Design clock_alarm_core, sky130hd; sources not shown.
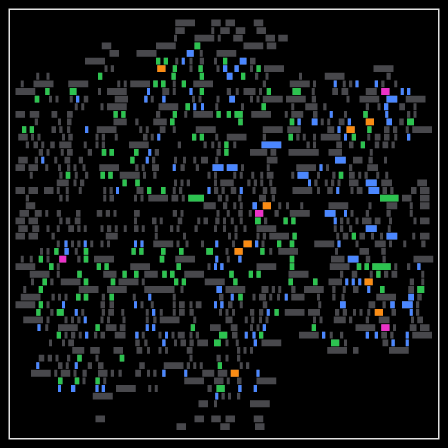
Fig. 1. Gate families picked out (run 1).
- NOR gates: blue (cells 119)
- AND-OR and OR-AND gates: magenta (cells 4)
- inverting AOI/OAI gates: green (cells 127)
- XOR/XNOR gates: orange (cells 9)
combinational share of cell area: 0.522
Commonest Layout Cell: sky130_fd_sc_hd__nand2_1

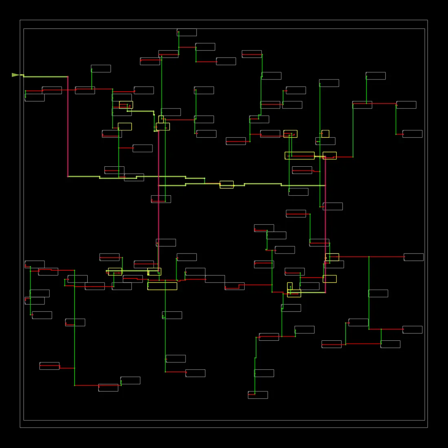
Fig. 2. Clock nets (run 1).
Clk. pwr: 0.350 mW
number of CTS-inserted buffers: 9

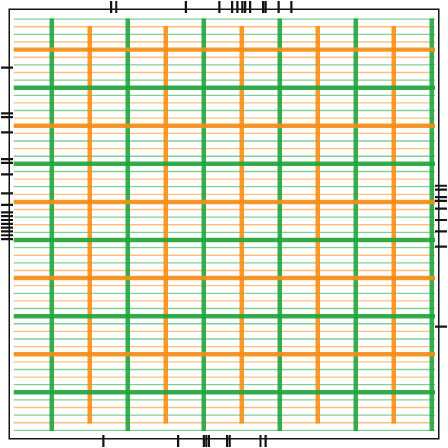
Fig. 3. Supply network (run 1).
Pins as bars on the die edge.
- VSS: green
- VDD: orange
- met4 straps: 11
- rows: 54
- met5 straps: 10
- signal pins: 48
floorplan core area: 0.0221 mm^2
worst-case vdd ir drop: 0.0730 mV
DIE WIDTH: 153 um
die height: 153 um

==> qor.json, run 1 <==
{
  "status": "complete, no violations",
  "clockBufferDepth": 2,
  "port_buffers": 47,
  "worst_ep_required_time_ns": 5.74,
  "leakage_nw": 3.04,
  "synth.yosys.chip_area_mm2": 0.00569,
  "io-pin-count": 48,
  "ys_top_logic_family": "simple AND/OR/NAND/NOR gates",
  "area_fraction_in_xor_and_xnor_cells": 0.0139,
  "setup.reg_to_reg.worst_slack_ns": 4.83,
  "gp_routability_congestion": 0.792,
  "finalNetCount": 980,
  "yosys_warnings": 6,
  "logic_area_mm2": 0.00350,
  "initCoreUtil": 0.258,
  "fill_cells": 2822,
  "worst_hold_path_cells": 2,
  "crit_cells": 13,
  "cts_root_buffer": "sky130_fd_sc_hd__clkbuf_8",
  "max_slew_violation_total_from_the_final_report": 0,
  "groute.usage.overall": 0.156,
  "final.setup.tns_ns": 0,
  "timing_hold_violations_final": 0,
  "antenna_violations_before_repair": 0,
  "cts.htree.levels": 3,
  "tritoncts": "built",
  "final_antenna_net_count": 0,
  "routed_wl_um": 17700,
  "tool_warnings": 29,
  "grt-ovfl-total": 0,
  "synthesis.instances": 908,
  "cell_resize_tally_after_clock_tree_synthesis": 0,
  "end_kind": "output pin",
  "worstPathCellList": "clkdlybuf4s50_1, buf_4, inv_1, nand2_1, nand2_1, ha_1, inv_1, a21oi_1, nand2_1, nand3_1, nand2_1, nand3_1, clkdlybuf4s50_1",
  "pwr_density_cell_mw_per_mm2": 181,
  "worst-endpoint-arrival_ns": 4.95,
  "die_area_mm2": 0.0234,
  "achievable-frequency_mhz": 135,
  "worst_slew_margin_rel": 0.471,
  "ys_ff": 81,
  "share_of_synthesized_cell_area_in_and_or_and_or_and_compound_cells": 0.131,
  "cp_max_fo": 14,
  "cts_hold_buf": 0,
  "worst_hold_class": "reg -> reg",
  "synth-cells-yosys": 908,
  "clock_sink_count": 81,
  "post_drt_via_cell_ratio": 4.61,
  "post-cts-setup-buffer-count": 0,
  "synth_area_mm2": 0.00569
}
==> run 1: cells in the mapped netlist (all sizes together) <==
cell	n
a2111oi	1
a211oi	1
a21boi	2
a21o	1
a21oi	57
a31o	2
a31oi	1
and2	1
buf	6
clkbuf	11
clkinv	1
dfxtp	81
ha	11
inv	129
nand2	290
nand3	81
nand3b	12
nand4	23
nor2	109
nor3	7
nor3b	2
nor4	1
o211ai	1
o21ai	59
o21bai	2
o22ai	1
o31a	1
o31ai	2
or2	3
xnor2	3
xor2	6
==> run 1: where the power goes <==
group	switching [mW]	internal, mW	total, mW
Combinational	0.267	0.142	0.409
Clock	0.163	0.187	0.350
Sequential	0.0270	0.423	0.450
==> run 1: final cells by class <==
type,instances,share of cell area
multi-input cells,680,0.522
flip-flops and latches,81,0.242
repair buffers,52,0.0751
inverters,130,0.0742
well taps,280,0.0523
clock buffers,11,0.0226
clock inverters,5,0.0116
==> run 1: metrics by stage <==
stage / power [mW] / hold WS, ns / instances
final: 1.21 / 0.455 / 1239
after global routing: 1.30 / 0.501 / 1239
after CTS: 1.24 / 0.463 / 1239
after global placement: 0.871 / 0.443 / 1223
after detailed placement: 0.874 / 0.446 / 1223
after floorplan: 0.761 / 0.420 / 908
==> run 1: routing by layer <==
layer  part of all wire  vias up  GRT usage  wire (um)
met5                  0        -          0          0
met3              0.020       11     0.0235        349
met4              0.011        0     0.0409        196
li1                   -     2994          -          -
met2               0.48       59      0.276       8560
met1               0.48     2642      0.196       8570
==> run 1: worst register-to-register path, cell delays in order, from the launching register on <==
cell                      delay, ns
sky130_fd_sc_hd__dfxtp_1       0.43
sky130_fd_sc_hd__ha_1          0.20
sky130_fd_sc_hd__nand3_1       0.09
sky130_fd_sc_hd__nor2_2        0.17
sky130_fd_sc_hd__inv_1         0.13
sky130_fd_sc_hd__nor2_4        0.26
sky130_fd_sc_hd__nand2_2       0.12
sky130_fd_sc_hd__nand3_1       0.12
sky130_fd_sc_hd__nand3_2       0.12
sky130_fd_sc_hd__nand2_1       0.09
sky130_fd_sc_hd__nand2_1       0.05
sky130_fd_sc_hd__inv_1         0.04
sky130_fd_sc_hd__nand2_1       0.04
sky130_fd_sc_hd__nor2_1        0.22
sky130_fd_sc_hd__nand3_1       0.14
sky130_fd_sc_hd__nor2_1        0.21
sky130_fd_sc_hd__nand2_1       0.12
sky130_fd_sc_hd__nor2_4        0.14
sky130_fd_sc_hd__nor2_4        0.05
sky130_fd_sc_hd__nand2_4       0.10
sky130_fd_sc_hd__nand2_4       0.08
sky130_fd_sc_hd__inv_4         0.12
sky130_fd_sc_hd__nand2_2       0.09
sky130_fd_sc_hd__nand2_2       0.09
sky130_fd_sc_hd__nor2_1        0.05
==> run 1: logic make-up (layout without fill, tap and decap cells) <==
| logic type | count (synthesis) | after routing |
|---|---|---|
| and+or+nand+nor | 529 | 529 |
| buffers and inverters | 147 | 198 |
| AOI/OAI and AO/OA | 131 | 131 |
| DFF | 81 | 81 |
| adders and majority gates | 11 | 11 |
| xor gates and xnor gates | 9 | 9 |
==> inputs of run 2 (changes only) <==
--- a/config.mk
+++ b/config.mk
@@ -14,6 +14,7 @@
 export CTS_BUF_LIST = sky130_fd_sc_hd__clkbuf_8
 export DETAILED_ROUTE_END_ITERATION = 8
 export PLACE_DENSITY = 0.58
+export SETUP_SLACK_MARGIN = 0.05
 export SLEW_MARGIN = 10
 export SYNTH_ARGS = -nofsm -noshare
 export SYNTH_HDL_FRONTEND = slang
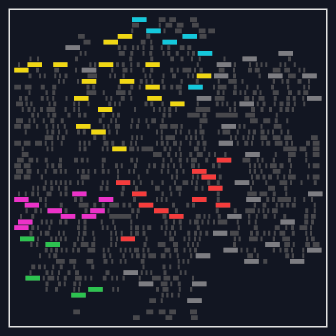
Fig. 4. Register map, names as in the netlist (run 2).
Other sequential cells in the stronger gray, the rest of the logic in the fainter gray.
- o_hours: green (flops 5; where lower left)
- alm_hours_q: magenta (flops 10)
- alm_minutes_q: red (flops 12; where center)
- disp_prev_q: yellow (flops 18)
- o_seconds: cyan (flops 6; where top center)
Power Sequential: 0.450 mW
share of cell area taken by flip-flops and latches: 0.242

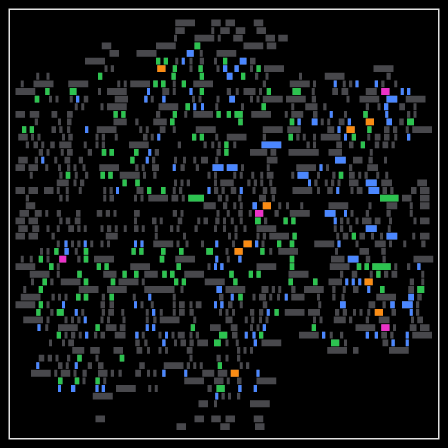
Fig. 5. Gate families picked out (run 2).
- XOR/XNOR gates: orange (cells 9)
- AND-OR and OR-AND gates: magenta (cells 4)
- inverting AOI/OAI gates: green (cells 127)
- NOR gates: blue (cells 119)
non-filler cells in the finished layout: 1239

==> run 2 against run 1 <==
  * Design area unchanged
  * Largest power group unchanged
  * Non-clock buffer count is the same
  * Sequential cell count stayed put
  * Combinational power about the same
  * Critical endpoint unchanged
  * Synthesized cell count unchanged
  * Sequential share of layout area is the same
==> qor.json, run 2 <==
{
  "status": "complete, no violations",
  "ys_top_logic_family": "simple AND/OR/NAND/NOR gates",
  "drtPass1Iterations": 4,
  "worst-endpoint-arrival_ns": 4.95,
  "grtUsageMet2": 0.276,
  "cts_hold_buf": 0,
  "sequential_power_share": 0.372,
  "report.power.total_mw": 1.21,
  "logic_area_mm2": 0.00350,
  "worst_hold_class": "reg -> reg",
  "share_of_synthesized_cell_area_in_and_or_and_or_and_compound_cells": 0.131,
  "gp_routability_congestion": 0.792,
  "worst_hold_path_cells": 2,
  "yosys_warnings": 6,
  "synthesis.instances": 908,
  "worst_ep_required_time_ns": 5.74,
  "ff_type": "sky130_fd_sc_hd__dfxtp_1",
  "synth_area_mm2": 0.00569,
  "post_layout_minimum_cycle_time_ns": 7.41,
  "power_frac_comb": 0.338,
  "area_fraction_in_xor_and_xnor_cells": 0.0139,
  "grt-ovfl-total": 0,
  "top_cells_by_count": "259 x sky130_fd_sc_hd__nand2_1, 118 x sky130_fd_sc_hd__inv_1, 90 x sky130_fd_sc_hd__nor2_1",
  "cts_root_buffer": "sky130_fd_sc_hd__clkbuf_8",
  "edf_count": 0,
  "worst_skew_pair.late_latency_ns": 0.38,
  "fill_cells": 2822,
  "syn_area_cell_um2": 6.27,
  "global_routing_met1_resource_utilization": 0.196,
  "cellInternalPower_mw": 0.752,
  "leakage_nw": 3.04,
  "placeableCoreArea_mm2": 0.0221,
  "ys_ff": 81,
  "final_antenna_net_count": 0,
  "tritoncts": "built",
  "grt-busiest-layer": "met2",
  "setup.reg_to_reg.worst_slack_ns": 4.83,
  "synth.yosys.chip_area_mm2": 0.00569,
  "timing_hold_violations_final": 0,
  "clockBufferDepth": 2,
  "cp_max_fo": 14,
  "global_route.usage.met3": 0.0235,
  "post_drt_via_cell_ratio": 4.61,
  "cell_resize_tally_after_clock_tree_synthesis": 0,
  "dieWidth_um": 153,
  "achievable-frequency_mhz": 135,
  "routed_wire_length_per_instance_um": 14.3,
  "number_of_cts_inserted_buffers": 9,
  "finalNetCount": 980,
  "worst_slew_margin_rel": 0.471,
  "initCoreUtil": 0.258,
  "synth-cells-yosys": 908,
  "routed_wl_um": 17700,
  "number_of_cells_on_the_worst_reg_to_reg_path": 24,
  "most_common_cell": "sky130_fd_sc_hd__nand2_1",
  "antenna_violations_before_repair": 0,
  "die_area_mm2": 0.0234,
  "area.sequential_mm2": 0.00162,
  "clock_sink_count": 81,
  "die-height_um": 153,
  "ir_worst_vdd_mv": 0.0730,
  "pwr_density_cell_mw_per_mm2": 181,
  "power.net_switching_mw": 0.457,
  "tool_warnings": 29,
  "most-common-layout-cells": "259 x sky130_fd_sc_hd__nand2_1, 118 x sky130_fd_sc_hd__inv_1, 90 x sky130_fd_sc_hd__nor2_1",
  "dpl.hpwl_um": 14000,
  "cts.htree.levels": 3,
  "synthTopCellsByArea": "sky130_fd_sc_hd__dfxtp_1 28%, sky130_fd_sc_hd__nand2_1 17%, sky130_fd_sc_hd__inv_1 7.8%, sky130_fd_sc_hd__nand3_1 6.2%, sky130_fd_sc_hd__nor2_1 5.9%",
  "final.setup.tns_ns": 0,
  "post-cts-setup-buffer-count": 0,
  "ys_async_sr_fraction": 0,
  "end_kind": "output pin",
  "placement_rows": 54,
  "ys_seq_frac": 0.285,
  "worstPathCellList": "clkdlybuf4s50_1, buf_4, inv_1, nand2_1, nand2_1, ha_1, inv_1, a21oi_1, nand2_1, nand3_1, nand2_1, nand3_1, clkdlybuf4s50_1",
  "io-pin-count": 48,
  "switching_share": 0.378,
  "max_slew_violation_total_from_the_final_report": 0,
  "port_buffers": 47,
  "groute.usage.overall": 0.156,
  "clock_power_share": 0.289,
  "layout_top_cell": "sky130_fd_sc_hd__nand2_1"
}
-- run 2: through the flow --
step                hold WS [ns]  cells   util  setup WS [ns]  area, um^2
floorplan                  0.420    908      -           2.06        5690
global placement           0.443   1223  0.293          0.791        6470
detailed placement         0.446   1223  0.293          0.760        6470
CTS                        0.463   1239  0.303          0.748        6700
global route               0.501   1239  0.303          0.498        6700
finish                     0.455   1239  0.303          0.786        6700
-- run 2: cells by family (layout without fill, tap and decap cells) --
family                     count (synthesis)  in the layout
xor gates and xnor gates                   9              9
buffers and inverters                    147            198
DFF                                       81             81
AOI/OAI and AO/OA                        131            131
adders and majority gates                 11             11
and+or+nand+nor                          529            529
-- run 2: layer usage --
layer,wire (um),up-vias,share of wire
li1,-,2994,-
met3,349,11,0.020
met1,8570,2642,0.48
met2,8560,59,0.48
met5,0,-,0
met4,196,0,0.011
-- run 2: layout make-up --
type | count | area share
Tap cell | 280 | 0.0523
Multi-Input combinational cell | 680 | 0.522
Inverter | 130 | 0.0742
Timing Repair Buffer | 52 | 0.0751
Clock inverter | 5 | 0.0116
Clock buffer | 11 | 0.0226
Sequential cell | 81 | 0.242
-- run 2: power groups by stage --
stage | Clock, mW | Sequential, mW | Combinational [mW]
global route | 0.379 | 0.455 | 0.463
CTS | 0.370 | 0.451 | 0.415
global placement | 0 | 0.460 | 0.411
detailed placement | 0 | 0.460 | 0.414
floorplan | 0 | 0.455 | 0.305
finish | 0.350 | 0.450 | 0.409
-- run 2: worst max-delay path, delay by kind of cell --
| kind | cells | cell delay (ns) |
|---|---|---|
| buf+inv | 5 | 1.57 |
| simple gates | 6 | 0.63 |
| compound gates | 1 | 0.12 |
| fa+ha+maj | 1 | 0.19 |
Power and IR drop assume default switching activity.
